## src/rtl/button_debouncer.sv

```systemverilog
// Per-channel 2-flop synchronizer, debounce counter and press/release strobes, plus a shared press counter.
// Optional hold detector (long_press) is built only when DEBOUNCE_LONG_PRESS_EN is defined.
module button_debouncer #(
    parameter int N           = 5,
    parameter int DB_CYCLES   = 12000,
    parameter bit ACTIVE_LOW  = 1'b1,
    parameter int LONG_CYCLES = 12000000
) (
    input  logic         clk_i,
    input  logic         resetq_i,
    input  logic [N-1:0] pin_i,
    output logic [N-1:0] level_o,
    output logic [N-1:0] press_o,
    output logic [N-1:0] release_o,
    output logic [7:0]   press_count_o,
    output logic [N-1:0] long_press_o
);

    localparam int              DB_W   = $clog2(DB_CYCLES);
    localparam logic [DB_W-1:0] DB_MAX = DB_W'(DB_CYCLES - 1);

    if (DB_CYCLES < 2) begin : g_db_chk
        $error("DB_CYCLES must be at least 2");
    end
    if (LONG_CYCLES < 2) begin : g_long_chk
        $error("LONG_CYCLES must be at least 2");
    end

    function automatic logic [7:0] popcount(input logic [N-1:0] v);
        logic [7:0] s;
        s = '0;
        for (int i = 0; i < N; i++) begin
            s = s + {7'd0, v[i]};
        end
        return s;
    endfunction

    // Internally a 1 always means "pressed", whatever the pin polarity.
    logic [N-1:0] pin_n;
    assign pin_n = ACTIVE_LOW ? ~pin_i : pin_i;

    logic [N-1:0]    sync0_q, sync1_q;
    logic [N-1:0]    level_q, level_d;
    logic [N-1:0]    press_q, press_d;
    logic [N-1:0]    release_q, release_d;
    logic [DB_W-1:0] db_cnt_q [N];
    logic [DB_W-1:0] db_cnt_d [N];
    logic [7:0]      press_count_q, press_count_d;

    always_comb begin
        level_d   = level_q;
        press_d   = '0;
        release_d = '0;
        for (int i = 0; i < N; i++) begin
            db_cnt_d[i] = '0;
            if (sync1_q[i] != level_q[i]) begin
                if (db_cnt_q[i] == DB_MAX) begin
                    level_d[i]   = sync1_q[i];
                    press_d[i]   = sync1_q[i];
                    release_d[i] = ~sync1_q[i];
                end else begin
                    db_cnt_d[i] = db_cnt_q[i] + 1'b1;
                end
            end
        end
        press_count_d = press_count_q + popcount(press_q);
    end

    always_ff @(posedge clk_i) begin
        if (!resetq_i) begin
            sync0_q       <= '0;
            sync1_q       <= '0;
            level_q       <= '0;
            press_q       <= '0;
            release_q     <= '0;
            press_count_q <= '0;
            for (int i = 0; i < N; i++) begin
                db_cnt_q[i] <= '0;
            end
        end else begin
            sync0_q       <= pin_n;
            sync1_q       <= sync0_q;
            level_q       <= level_d;
            press_q       <= press_d;
            release_q     <= release_d;
            press_count_q <= press_count_d;
            for (int i = 0; i < N; i++) begin
                db_cnt_q[i] <= db_cnt_d[i];
            end
        end
    end

    assign level_o       = level_q;
    assign press_o       = press_q;
    assign release_o     = release_q;
    assign press_count_o = press_count_q;

`ifdef DEBOUNCE_LONG_PRESS_EN
    localparam int              LP_W   = $clog2(LONG_CYCLES);
    localparam logic [LP_W-1:0] LP_MAX = LP_W'(LONG_CYCLES - 1);

    logic [LP_W-1:0] hold_q [N];
    logic [LP_W-1:0] hold_d [N];
    logic [N-1:0]    fired_q, fired_d;
    logic [N-1:0]    long_q, long_d;

    // A release landing on the threshold cycle wins: counter clears, no pulse.
    always_comb begin
        fired_d = fired_q;
        long_d  = '0;
        for (int i = 0; i < N; i++) begin
            hold_d[i] = hold_q[i];
            if (!level_d[i]) begin
                hold_d[i]  = '0;
                fired_d[i] = 1'b0;
            end else if (level_q[i]) begin
                if (hold_q[i] == LP_MAX) begin
                    long_d[i]  = ~fired_q[i];
                    fired_d[i] = 1'b1;
                end else begin
                    hold_d[i] = hold_q[i] + 1'b1;
                end
            end
        end
    end

    always_ff @(posedge clk_i) begin
        if (!resetq_i) begin
            fired_q <= '0;
            long_q  <= '0;
            for (int i = 0; i < N; i++) begin
                hold_q[i] <= '0;
            end
        end else begin
            fired_q <= fired_d;
            long_q  <= long_d;
            for (int i = 0; i < N; i++) begin
                hold_q[i] <= hold_d[i];
            end
        end
    end

    assign long_press_o = long_q;
`else
    assign long_press_o = '0;
`endif

endmodule

```

## config.mk

```make
export PLATFORM = sky130hd
export DESIGN_NAME = button_debouncer
export DESIGN_NICKNAME = d
export VERILOG_FILES = /design/src/rtl/button_debouncer.sv
export SDC_FILE = /design/constraint.sdc
export NUM_CORES = 1
export LEC_CHECK = 0
export CORE_MARGIN = 8
export CORE_UTILIZATION = 61
export DETAILED_ROUTE_END_ITERATION = 16
export PLACE_DENSITY = 0.83
export RECOVER_POWER = 100
export SETUP_SLACK_MARGIN = 0.15
export SLEW_MARGIN = 0
export SYNTH_ARGS = -nofsm -noshare
export SYNTH_HDL_FRONTEND = slang
export SYNTH_SLANG_ARGS = --single-unit
export TNS_END_PERCENT = 30
```

## constraint.sdc

```tcl
create_clock -name clk_i -period 4.6 [get_ports clk_i]
set_input_delay 0.92 -clock clk_i [delete_from_list [all_inputs] [get_ports clk_i]]
set_output_delay 0.92 -clock clk_i [all_outputs]
set_load 0.01 [all_outputs]
```

Fig. 1: power grid
Bar = 20 um. Pins as bars on the die edge. Tap cells in gray.
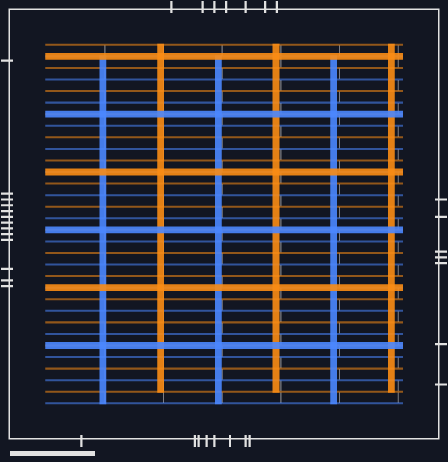
[VDD] orange
[VSS] blue
met4 straps: 6
met1 rails: 32
Max VDD drop: 0.176 mV
die height: 101 um
die span in x: 101 um
Core ar.: 7100 um2

Fig. 2: placed cells, one color a class
Bar = 20 um.
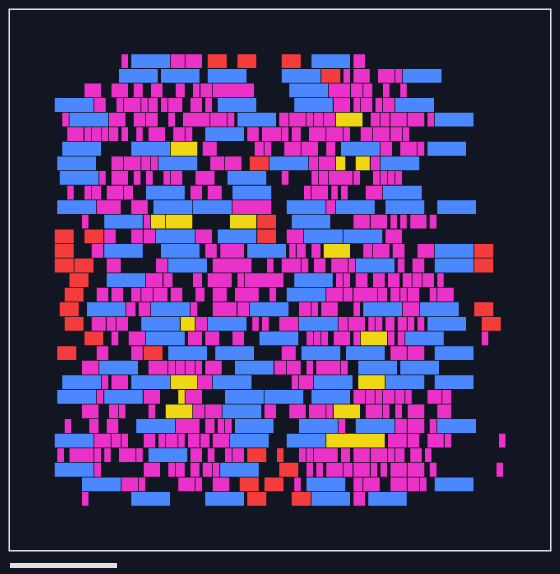
[clock drivers and dummy loads] yellow | cells: 16
[combinational and other logic] magenta | cells: 356
[remaining buffers and delay cells] red | cells: 30
[sequential cells] blue | cells: 103
cell area after layout: 4890 um2
# rows: 31
final core utilization: 0.689

==> reports/metrics.yaml <==
pwr:
  total_power_mw: 1.48
sta:
  fin_ws_ns: 1.50
  finalCriticalPeriod_ns: 3.10
  rsz0062_at_grt: "no"
  timing.final.crit_share: 0.674
  relSlewSlack: 0.172
synthesis:
  synthCells: 471
  syn_area_um2: 4370
  xor_share: 0.130
  async_flop_share: 0
  ys_cells: 471
  aoi_share: 0.0226
  top_logic_kind: "simple AND/OR/NAND/NOR gates"
  yosys_area_um2: 4370
  top_area_cell: "dfxtp_1"
clock_network:
  cts_tree: "built"
  htreeDepth: 3
  insertion_delay_ns: 0.36
  clock_path_buffers: 2
route:
  wl_met1_um: 3690
  wl_met3_um: 332
  drt_wl_total_um: 7720
  drtPass1Iterations: 4
  via_per_inst: 5.28
placed_design:
  place_area_um2: 4710
  dp_hpwl_um: 5550
finish:
  stdcell_count: 604
  layout_top_cell: "dfxtp_1"
  dominant_cells: "combinational gates"
  flop_area_um2: 2060
  fillCellCount: 563
  clkCellAreaFrac: 0.0407
worst_setup_path:
  cp.buffers_inverters: 2
  critPathKind: "primary input to register"
  r2r_end: "press_count_o[4]"
  crit_path_end: "db_cnt_q[0][27]"
  critPathLaunchType: "primary input"
  worstPathMaxFanout: 35
  cp.required_ns: 4.87
global_routing:
  grt_usage: 0.162
  grt_max_degree: 36
  grt_pass1_vias: 3160
  met3_usage: 0.0421
floorplanning:
  tap_cells: 99
  io_pins: 35
run_status:
  status: "complete, no violations"
worst min-delay path by stage:
| stage | start | slack (ns) | depth (start not counted) | end |
|---|---|---|---|---|
| floorplan | sync0_q[0] | 0.41 | 1 | sync1_q[0] |
| global placement | sync0_q[2] | 0.41 | 1 | sync1_q[2] |
| detailed placement | sync0_q[2] | 0.42 | 1 | sync1_q[2] |
| CTS | sync0_q[2] | 0.45 | 1 | sync1_q[2] |
| global route | sync0_q[2] | 0.46 | 1 | sync1_q[2] |
| finish | sync0_q[2] | 0.44 | 1 | sync1_q[2] |
report_power, final:
group	internal [mW]	leakage (nW)	total (mW)	switching [mW]
Combinational	0.00966	0.776	0.0232	0.0135
Sequential	0.896	0.832	0.900	0.00362
Clock	0.266	0.0916	0.560	0.294
Power figures rest on the tool's default switching activity, not on a simulated workload.
